### config.mk
export PLATFORM = sky130hd
export DESIGN_NAME = sisc_ctrl_mc_flat
export DESIGN_NICKNAME = d
export VERILOG_FILES = /design/src/rtl/sisc_pkg.sv /design/src/rtl/sisc_ctrl_mc_if.sv /design/src/rtl/sisc_retire_cnt.sv /design/src/rtl/sisc_ctrl_mc.sv /design/src/flat_wrapper.sv
export SDC_FILE = /design/constraint.sdc
export NUM_CORES = 1
export LEC_CHECK = 0
export CELL_PAD_IN_SITES_DETAIL_PLACEMENT = 1
export CELL_PAD_IN_SITES_GLOBAL_PLACEMENT = 1
export CORE_AREA = 3 3 70 72
export CTS_CLUSTER_SIZE = 30
export DETAILED_ROUTE_END_ITERATION = 8
export DIE_AREA = 0 0 73 75
export GPL_ROUTABILITY_DRIVEN = 1
export GPL_TIMING_DRIVEN = 0
export PLACE_DENSITY = 0.78
export SYNTH_ARGS = -nofsm -noshare
export SYNTH_HDL_FRONTEND = slang
export SYNTH_SLANG_ARGS = --single-unit
### constraint.sdc
create_clock -name clk -period 1.8 [get_ports clk]
set_clock_uncertainty 0.1 [all_clocks]
set_input_delay 0.36 -clock clk [delete_from_list [all_inputs] [get_ports clk]]
set_output_delay 0.36 -clock clk [all_outputs]
set_load 0.02 [all_outputs]
### src/rtl/sisc_pkg.sv
// Shared definitions for the multi-cycle SISC controller: state
// encoding, opcode values and ALU operation encodings.
package sisc_pkg;

    typedef enum logic [2:0] {
        S_RESET  = 3'd0,
        S_FETCH  = 3'd1,
        S_DECODE = 3'd2,
        S_EXEC   = 3'd3,
        S_MEM    = 3'd4,
        S_WB     = 3'd5,
        S_HALT   = 3'd6
    } state_t;

    typedef enum logic [3:0] {
        OP_NOOP = 4'd0,
        OP_LOD  = 4'd1,
        OP_STR  = 4'd2,
        OP_SWP  = 4'd3,
        OP_BRA  = 4'd4,
        OP_BRR  = 4'd5,
        OP_BNE  = 4'd6,
        OP_BNR  = 4'd7,
        OP_ALU  = 4'd8,
        OP_HLT  = 4'd15
    } opcode_t;

    localparam logic [1:0] ALU_RR   = 2'b00;
    localparam logic [1:0] ALU_RI   = 2'b01;
    localparam logic [1:0] ALU_ADDR = 2'b10;

    // Any of the four conditional branch opcodes.
    function automatic logic is_branch(input opcode_t op);
        return (op == OP_BRA) || (op == OP_BRR) || (op == OP_BNE) || (op == OP_BNR);
    endfunction

    // Branch-if-not-equal variants invert the mask test.
    function automatic logic is_neg_branch(input opcode_t op);
        return (op == OP_BNE) || (op == OP_BNR);
    endfunction

    // PC-relative variants select the relative target.
    function automatic logic is_rel_branch(input opcode_t op);
        return (op == OP_BRR) || (op == OP_BNR);
    endfunction

endpackage

### src/rtl/sisc_ctrl_mc_if.sv
// Control bus between the SISC controller and IR/status/datapath.
// The controller uses the master side; the datapath/IR side uses slave.
interface sisc_ctrl_mc_if #(
    parameter int OP_W  = 4,
    parameter int MM_W  = 4,
    parameter int CNT_W = 16
);
    logic [OP_W-1:0]  opcode;
    logic [MM_W-1:0]  mm;
    logic [MM_W-1:0]  stat;
    logic             mem_rdy;

    logic             rf_we;
    logic             wb_sel;
    logic [1:0]       alu_op;
    logic             rb_sel;
    logic             br_sel;
    logic             pc_rst;
    logic             pc_write;
    logic             pc_sel;
    logic             ir_load;
    logic             mem_req;
    logic             mem_we;
    logic             halted;
    logic [CNT_W-1:0] instr_count;

    modport master (
        input  opcode, mm, stat, mem_rdy,
        output rf_we, wb_sel, alu_op, rb_sel, br_sel, pc_rst, pc_write,
               pc_sel, ir_load, mem_req, mem_we, halted, instr_count
    );

    modport slave (
        output opcode, mm, stat, mem_rdy,
        input  rf_we, wb_sel, alu_op, rb_sel, br_sel, pc_rst, pc_write,
               pc_sel, ir_load, mem_req, mem_we, halted, instr_count
    );

endinterface

### src/rtl/sisc_retire_cnt.sv
// Retired-instruction counter: wraps naturally at 2^CNT_W, cleared
// asynchronously together with the controller state.
module sisc_retire_cnt #(
    parameter int CNT_W = 16
) (
    input  logic             clk,
    input  logic             rst_f,
    input  logic             inc,
    output logic [CNT_W-1:0] count
);

    // Count one per retiring cycle; reset wins over increment.
    always_ff @(posedge clk or negedge rst_f) begin
        if (!rst_f)
            count <= '0;
        else if (inc)
            count <= count + CNT_W'(1);
    end

endmodule

### src/rtl/sisc_ctrl_mc.sv
// Multi-cycle SISC control FSM. Each opcode walks only the states it
// needs; FETCH and MEM wait on mem_rdy. All controls are decoded
// combinationally from the registered state and the IR/status inputs.
module sisc_ctrl_mc
    import sisc_pkg::*;
#(
    parameter int OP_W   = 4,
    parameter int MM_W   = 4,
    parameter int CNT_W  = 16,
    parameter int AM_IMM = 8
) (
    input  logic          clk,
    input  logic          rst_f,
    sisc_ctrl_mc_if.master bus
);

    state_t          state, nxt;
    opcode_t         op;
    logic [OP_W-1:0] opc;
    logic [MM_W-1:0] mm_v;
    logic            br_hit;
    logic            taken;
    logic            retire;

    logic       rf_we, wb_sel, rb_sel, br_sel, pc_rst, pc_write, pc_sel;
    logic       ir_load, mem_req, mem_we, halted;
    logic [1:0] alu_op;

    assign opc    = bus.opcode;
    assign op     = opcode_t'(opc[3:0]);
    assign mm_v   = bus.mm;
    assign br_hit = |(mm_v & bus.stat);
    assign taken  = is_neg_branch(op) ? !br_hit : br_hit;

    // State register; async reset abandons any access in flight.
    always_ff @(posedge clk or negedge rst_f) begin
        if (!rst_f)
            state <= S_RESET;
        else
            state <= nxt;
    end

    // Next-state, control decode and retire strobe.
    always_comb begin
        nxt      = state;
        retire   = 1'b0;
        rf_we    = 1'b0;
        wb_sel   = 1'b0;
        alu_op   = ALU_ADDR;
        rb_sel   = 1'b0;
        br_sel   = 1'b0;
        pc_rst   = 1'b0;
        pc_write = 1'b0;
        pc_sel   = 1'b0;
        ir_load  = 1'b0;
        mem_req  = 1'b0;
        mem_we   = 1'b0;
        halted   = 1'b0;
        case (state)
            S_RESET: begin
                pc_rst = 1'b1;
                nxt    = S_FETCH;
            end
            S_FETCH: begin
                mem_req = 1'b1;
                if (bus.mem_rdy) begin
                    ir_load  = 1'b1;
                    pc_write = 1'b1;
                    pc_sel   = 1'b0;
                    nxt      = S_DECODE;
                end
            end
            S_DECODE: begin
                if (is_branch(op)) begin
                    br_sel   = is_rel_branch(op);
                    pc_write = taken;
                    pc_sel   = taken;
                    retire   = 1'b1;
                    nxt      = S_FETCH;
                end else begin
                    case (op)
                        OP_HLT: begin
                            retire = 1'b1;
                            nxt    = S_HALT;
                        end
                        OP_ALU, OP_LOD, OP_STR, OP_SWP: nxt = S_EXEC;
                        // NOOP and undefined opcodes retire immediately.
                        default: begin
                            retire = 1'b1;
                            nxt    = S_FETCH;
                        end
                    endcase
                end
            end
            S_EXEC: begin
                case (op)
                    OP_ALU: begin
                        alu_op = (mm_v == MM_W'(AM_IMM)) ? ALU_RI : ALU_RR;
                        nxt    = S_WB;
                    end
                    OP_LOD, OP_STR: begin
                        alu_op = ALU_ADDR;
                        nxt    = S_MEM;
                    end
                    OP_SWP: begin
                        rb_sel = 1'b1;
                        alu_op = ALU_RR;
                        nxt    = S_WB;
                    end
                    default: nxt = S_FETCH;
                endcase
            end
            S_MEM: begin
                mem_req = 1'b1;
                alu_op  = ALU_ADDR;
                if (op == OP_STR) begin
                    mem_we = 1'b1;
                    rb_sel = 1'b1;
                end
                if (bus.mem_rdy) begin
                    if (op == OP_LOD) begin
                        nxt = S_WB;
                    end else begin
                        retire = 1'b1;
                        nxt    = S_FETCH;
                    end
                end
            end
            S_WB: begin
                rf_we  = 1'b1;
                wb_sel = (op == OP_LOD);
                rb_sel = (op == OP_SWP);
                retire = 1'b1;
                nxt    = S_FETCH;
            end
            S_HALT: halted = 1'b1;
            default: nxt = S_RESET;
        endcase
    end

    sisc_retire_cnt #(.CNT_W(CNT_W)) u_cnt (
        .clk   (clk),
        .rst_f (rst_f),
        .inc   (retire),
        .count (bus.instr_count)
    );

    assign bus.rf_we    = rf_we;
    assign bus.wb_sel   = wb_sel;
    assign bus.alu_op   = alu_op;
    assign bus.rb_sel   = rb_sel;
    assign bus.br_sel   = br_sel;
    assign bus.pc_rst   = pc_rst;
    assign bus.pc_write = pc_write;
    assign bus.pc_sel   = pc_sel;
    assign bus.ir_load  = ir_load;
    assign bus.mem_req  = mem_req;
    assign bus.mem_we   = mem_we;
    assign bus.halted   = halted;

endmodule

### src/flat_wrapper.sv
// flat-port wrapper written by rule: the top's interface ports become plain ports
module sisc_ctrl_mc_flat import sisc_pkg::*;
#(
    parameter int OP_W   = 4,
    parameter int MM_W   = 4,
    parameter int CNT_W  = 16,
    parameter int AM_IMM = 8
)
  (clk, rst_f, bus_opcode, bus_mm, bus_stat, bus_mem_rdy, bus_rf_we, bus_wb_sel, bus_alu_op, bus_rb_sel, bus_br_sel, bus_pc_rst, bus_pc_write, bus_pc_sel, bus_ir_load, bus_mem_req, bus_mem_we, bus_halted, bus_instr_count);
  sisc_ctrl_mc_if #(.OP_W(OP_W), .MM_W(MM_W), .CNT_W(CNT_W)) bus_i ();
  input  logic clk;
  input  logic rst_f;
  input wire logic [$bits(bus_i.opcode)-1:0] bus_opcode;
  input wire logic [$bits(bus_i.mm)-1:0] bus_mm;
  input wire logic [$bits(bus_i.stat)-1:0] bus_stat;
  input wire logic [$bits(bus_i.mem_rdy)-1:0] bus_mem_rdy;
  output wire logic [$bits(bus_i.rf_we)-1:0] bus_rf_we;
  output wire logic [$bits(bus_i.wb_sel)-1:0] bus_wb_sel;
  output wire logic [$bits(bus_i.alu_op)-1:0] bus_alu_op;
  output wire logic [$bits(bus_i.rb_sel)-1:0] bus_rb_sel;
  output wire logic [$bits(bus_i.br_sel)-1:0] bus_br_sel;
  output wire logic [$bits(bus_i.pc_rst)-1:0] bus_pc_rst;
  output wire logic [$bits(bus_i.pc_write)-1:0] bus_pc_write;
  output wire logic [$bits(bus_i.pc_sel)-1:0] bus_pc_sel;
  output wire logic [$bits(bus_i.ir_load)-1:0] bus_ir_load;
  output wire logic [$bits(bus_i.mem_req)-1:0] bus_mem_req;
  output wire logic [$bits(bus_i.mem_we)-1:0] bus_mem_we;
  output wire logic [$bits(bus_i.halted)-1:0] bus_halted;
  output wire logic [$bits(bus_i.instr_count)-1:0] bus_instr_count;
  assign bus_i.opcode = bus_opcode;
  assign bus_i.mm = bus_mm;
  assign bus_i.stat = bus_stat;
  assign bus_i.mem_rdy = bus_mem_rdy;
  assign bus_rf_we = bus_i.rf_we;
  assign bus_wb_sel = bus_i.wb_sel;
  assign bus_alu_op = bus_i.alu_op;
  assign bus_rb_sel = bus_i.rb_sel;
  assign bus_br_sel = bus_i.br_sel;
  assign bus_pc_rst = bus_i.pc_rst;
  assign bus_pc_write = bus_i.pc_write;
  assign bus_pc_sel = bus_i.pc_sel;
  assign bus_ir_load = bus_i.ir_load;
  assign bus_mem_req = bus_i.mem_req;
  assign bus_mem_we = bus_i.mem_we;
  assign bus_halted = bus_i.halted;
  assign bus_instr_count = bus_i.instr_count;
  sisc_ctrl_mc #(.OP_W(OP_W), .MM_W(MM_W), .CNT_W(CNT_W), .AM_IMM(AM_IMM)) u_core (.clk(clk), .rst_f(rst_f), .bus(bus_i));
endmodule
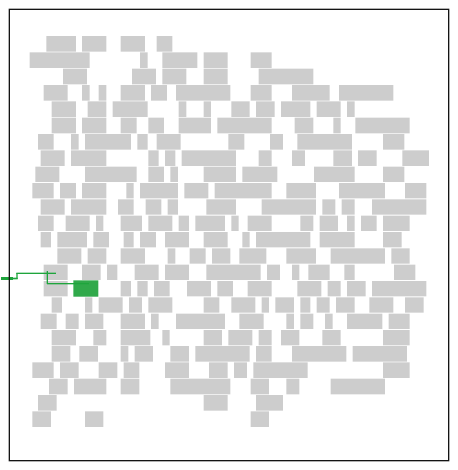
Fig. 1. Nets reached from selected ports (run 1).
Drawn at 6 px/um.
Green marks `bus_br_sel`, bits 1, direction output, end cells 1, buffers 1, wire 16.9 um.

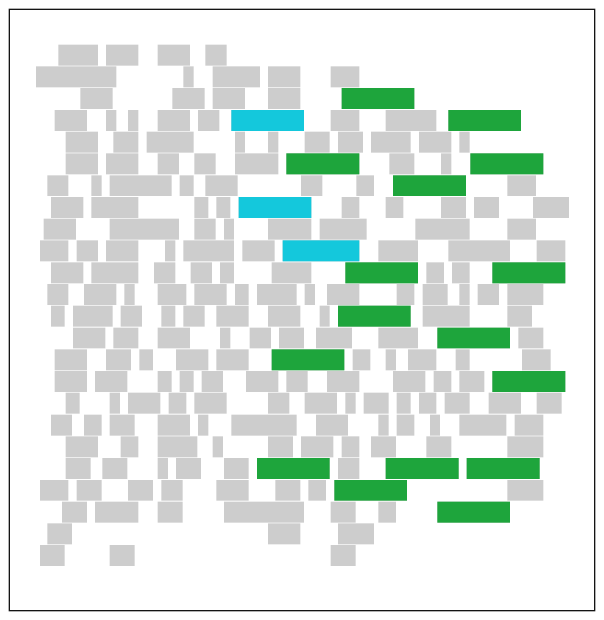
Fig. 2. Sequential cells grouped by signal name (run 1).
Drawn at 8 px/um.
Cyan marks `u_core.state`, flops 3. Green marks `u_core.u_cnt.count`, flops 16.

==> results.txt, run 1 <==
DP HPWL = 2.57 mm
crit end category = output port
Synth top area share = 38.7%
RD Place Congestion = 0.840
final setup margin = -0.286 ns
power share of the clock group = 11.6%
RSZ-0062 raised after global routing = true
CTS root buf = clkbuf_8
# rows = 24
DR vias/cell = 5.17
outcome = finished, violations left
reg2reg end = u_core.u_cnt.count[5]
share of cells above drive strength 1 = 47.2%
and+or+nand+nor area frac = 32.2%
Initial Utilization = 28.2%
Final Hold Vio Count = 0
largest net degree at the start of global routing = 20
Mean Syn Cell Area = 9.16 um2
CP startpoint = u_core.state[0]
TritonCTS Buffers = 3
Mux cell area share = 0%
area share of fa/ha/maj cells after synthesis = 1.02%
Data arrival, critical path = 1.63 ns
Syn Std Cell Area = 1230 um2
Total Power = 2.70 mW
Post-Place Cell Area = 1740 um2
Synth logic family = simple AND/OR/NAND/NOR gates
Reg2Reg Setup Slack = -0.23 ns
WP depth = 6
Critical Path Start Type = flip-flop
Clock transition at path regs = 0.08 ns
initial antenna violation count = 0
number of buffers added on ports = 41
CTS H-tree depth = 1
Synth Warn # = 0
buffers plus inverters on the worst setup path = 1
routed via count = 1,375
vias in the first global route = 1,466
Hold Slack = 0.333 ns
Top area cell types = dfrtp_1 (39%), xnor2_1 (10%), nand2_1 (4.9%), nand4_1 (4.6%), nor2_1 (3.4%)
io pins = 44
Max Buffers Root-to-Sink = 2
final setup fails = 27
CTS sink cnt = 19
count of library flops with an enable pin = 0
Slew HR = 39.4%
DRC Markers = 0
First-pass DRT Iterations = 4
WHS Endpoint = u_core.state[2]
Final nets = 231
R2R Path Start = u_core.state[0]
Setup Crit Path Kind = flip-flop to output port
critical path's slowest cell = dfrtp_1
Req. time, crit path = 1.34 ns
violated checks = setup timing
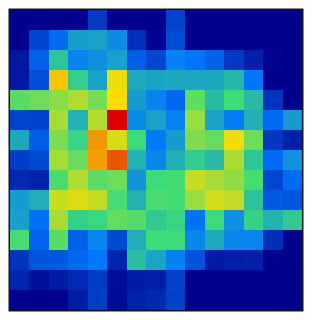
Fig. 3. Routed metal per tile (run 1).
Drawn at 4 px/um. 15 x 15 tiles, from dark blue (low) to red (high), scaled to the fullest tile. Values are wire area over tile area, all layers added.
20% of the tiles are nearly empty. The mean over all tiles is 0.13. The emptiest ninth of the die: top right. The densest ninth of the die: middle. 22% of the tiles are over half the peak.

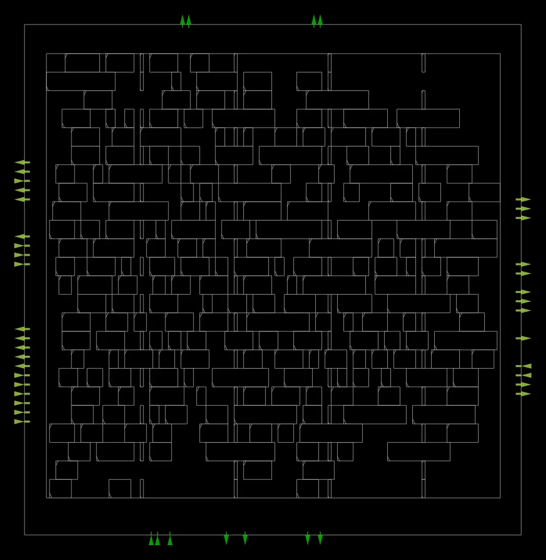
Fig. 4. Cell outlines without signal wires (run 1).
flip-flops: 19
Util after Layout: 55.0%
non-filler cells, final: 266
filler cell count: 473

run 1: state kept, by name (all words and copies together) (netlist names):
| signal | cells |
|---|---|
| u_core.state | 3 |
| u_core.u_cnt.count | 16 |
run 1: per-stage QoR:
step | instances | utilization, %
2_1_floorplan | 134 | -
3_3_place_gp | 227 | 39.9
3_5_place_dp | 227 | 39.9
4_1_cts | 254 | 48.0
5_1_grt | 266 | 55.0
6_report | 266 | 55.0
run 1: cell type report:
cell class | count | area (um2)
Buffer | 7 | 86.3
Clock buffer | 4 | 45.0
Multi-Input combinational cell | 106 | 971
Inverter | 2 | 11.3
Fill cell | 473 | 1960
Tap cell | 52 | 65.1
Timing Repair Buffer | 76 | 741
Sequential cell | 19 | 477
run 1: power groups by stage:
stage	clock (mW)	sequential [mW]	combinational, mW
CTS	0.311	0.609	1.32
finish	0.312	0.614	1.77
detailed placement	0	0.609	0.922
global placement	0	0.602	0.907
global route	0.328	0.635	1.88
floorplan	0	0.650	0.503
run 1: synthesized netlist by cell type (all sizes together), types with 2 or more instances:
cell / count
a21oi: 2
a22o: 2
and3: 4
buf: 4
clkbuf: 3
dfrtp: 19
inv: 2
nand2: 16
nand2b: 3
nand3: 6
nand4: 9
nor2: 13
nor2b: 2
nor3: 6
nor4b: 2
o21ai: 5
or2: 2
or4b: 2
xnor2: 15
xor2: 4
run 1: timing repair:
action,4_1_cts,5_1_grt
pin swaps,22,28
setup buffers,22,14
setup endpoints to repair,34,33
hold buffers,0,0
gates cloned,1,0
resized,131,55
run 1: layer usage:
| layer | vias to the layer above | track usage (%) | routed length [um] |
|---|---|---|---|
| met4 | 0 | 5.12 | 110 |
| met2 | 46 | 31.3 | 2600 |
| met5 | - | 0 | 0 |
| met3 | 12 | 2.27 | 194 |
| li1 | 643 | - | - |
| met1 | 674 | 18.6 | 1770 |
Fig. 5: run 1, wiring by layer
Drawn at 4 px/um. Two of the layers only.
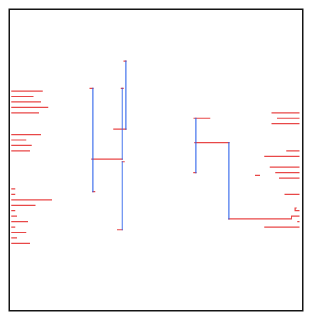

==> run 2, diff against run 1 <==
CORE_AREA = 3 3 68 70   (was 3 3 70 72)
DIE_AREA = 0 0 71 73   (was 0 0 73 75)
PLACE_DENSITY = 0.8   (was 0.78)
SYNTH_HIERARCHICAL = 1   (was unset)
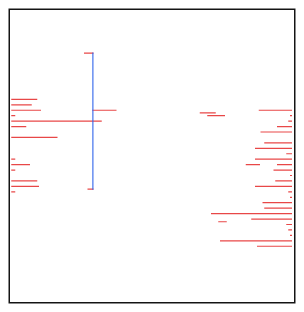
Fig. 6. Wiring by layer (run 2).
Drawn at 4 px/um. Two of the layers only.
Blue marks M4, wire length 34.0 um. Red marks M3, wire length 237 um.

==> results.txt, run 2 <==
outcome = finished, violations left
violated checks = setup timing
clock network area share = 2.07% (+0.19 points)
# rows = 23 (-4.2%)
maxcap violations = 0
sequential cell area = 478 um2 (+0.26%)
hold buffers post-CTS = 0 (unchanged)
Req. time, crit path = 1.34 ns (about the same)
flip-flops = 19 (unchanged)
Clock transition at path regs = 0.07 ns (about the same)
final setup margin = -0.263 ns (+0.0223 ns)
routed via count = 1,226 (-11%)
Buffers, non-clock = 68 (-18%)
clkbuf count = 4 (unchanged)
combinational share of cell area = 41.4% (+0.92 points)
TritonCTS Buffers = 3 (unchanged)
Synth top area share = 40.3% (+1.6 points)
DR vias/cell = 5.11 (-1.2%)
count of library flops with an enable pin = 0 (unchanged)
chip width = 71 um
Total Power = 2.11 mW (-22%)
Top area cell types = dfrtp_1 (40%), xnor2_1 (7.4%), xor2_1 (5.2%), nand2_1 (3.5%), nand3_1 (3.4%)
io pins = 44 (unchanged)
share of cells above drive strength 1 = 43.7% (-3.5 points)
RSZ-0062 raised after global routing = true
Setup Crit Path Kind = flip-flop to output port
largest net degree at the start of global routing = 20 (unchanged)
Syn Std Cell Area = 1180 um2 (-3.9%)
crit end category = output port
DRC Markers = 0 (unchanged)
Critical Path Start Type = flip-flop
CTS sink cnt = 19 (unchanged)
Max Buffers Root-to-Sink = 2 (unchanged)
initial antenna violation count = 0 (unchanged)
Final Hold Vio Count = 0 (unchanged)
largest reg by FF count = u_core/u_cnt/count
filler cell count = 433 (-8.5%)
DP HPWL = 2.68 mm (+4.2%)
CTS H-tree depth = 1 (unchanged)
count of multi-input gates = 94 (-11%)
Slew HR = 45.2% (+5.8 points)
Mean Syn Cell Area = 9.52 um2 (+3.9%)
RD Place Congestion = 0.882 (+5.0%)
First-pass DRT Iterations = 4 (unchanged)
Mux cell area share = 0.954% (+0.95 points)
most common cell in the netlist = dfrtp_1
flop share of the area = 21.9% (+2.0 points)
GRT Total Usage = 15.0%
max reg flops = 16 (unchanged)
Crit Path Max Fanout = 5
Hold Slack = 0.397 ns (+0.0646 ns)
area of the multi-input gates = 903 um2 (-7.0%)
Synth Warn # = 6 (+6)
DIE HEIGHT = 73 um
power per cell area = 967 nW/um2
vias in the first global route = 1,249 (-15%)
count of tool warnings = 29
NonClk Buf Share = 30.7% (-3.8 points)
top flop regs = u_core/u_cnt/count x16, u_core/state x3
n_taps = 50 (-3.8%)
Final nets = 207 (-10%)
Synth logic family = simple AND/OR/NAND/NOR gates
CTS root buf = clkbuf_8
final setup fails = 19 (-30%)
area share of fa/ha/maj cells after synthesis = 1.06% (+0.041 points)
dominant kind of cell = multi-input combinational cells
Tmin final = 2.06 ns
inverters = 5 (+3)
and+or+nand+nor area frac = 29.2% (-3.0 points)
commonest cells in the netlist = dfrtp_1 (19), nand2_1 (11), xnor2_1 (10)
number of buffers added on ports = 41 (unchanged)
Initial Utilization = 29.3% (+1.1 points)
run 2: netlist changes by cell type after synthesis, sizes merged, moves of 3 or more:
cell	delta
nor2	-6
nand2	-5
xnor2	-5
nand4	-4
and3	-3
inv	+3
nor2b	+3
o21ai	-3
xor2	+3
run 2: per-layer routing:
layer	wire, um	GRT usage (%)	vias to the layer above
met4	34	3.13	0
met1	1630	18.0	588
met2	2110	27.2	49
met3	236	3.72	3
met5	0	0	-
li1	-	-	586
run 2: what timing repair did:
item,in CTS,in global routing
pin swaps,19,17
setup endpoints to repair,36,29
setup buffers,16,7
resized,123,32
run 2: critical path: stages, from the launching register on:
cell and delay, ns:
dfrtp_2 0.45, or2_4 0.29, a2111o_1 0.40, nand2_2 0.09
buf_6 0.12
run 2: path summary, 6_finish.rpt:
check	slack (ns)	from	to	depth (start not counted)
max reg2reg	-0.20	u_core/state[0]	u_core/u_cnt/count[8]	7
max	-0.26	u_core/state[0]	bus_pc_sel	4
min	0.40	u_core/u_cnt/count[15]	u_core/u_cnt/count[15]	1
min in group asynchronous	0.47	rst_f	u_core/u_cnt/count[7]	1
min reg2reg	0.40	u_core/u_cnt/count[15]	u_core/u_cnt/count[15]	1
max in group asynchronous	0.56	rst_f	u_core/state[2]	1
run 2: report_power, final:
part	internal, mW	switching (mW)	total (mW)
combinational	0.561	0.623	1.18
sequential	0.509	0.124	0.633
clock	0.157	0.134	0.291
total	1.23	0.881	2.11
run 2: metrics by stage:
step | area, um2 | utilization, % | setup WS, ns | std cells
3_3_place_gp | 1770 | 44.0 | -1.10 | 215
6_report | 2180 | 54.1 | -0.263 | 240
3_5_place_dp | 1770 | 44.0 | -1.11 | 215
5_1_grt | 2180 | 54.1 | -0.319 | 240
2_1_floorplan | 1300 | - | -0.253 | 124
4_1_cts | 2040 | 50.6 | -0.313 | 235
Power is estimated from default activity; no workload was simulated.
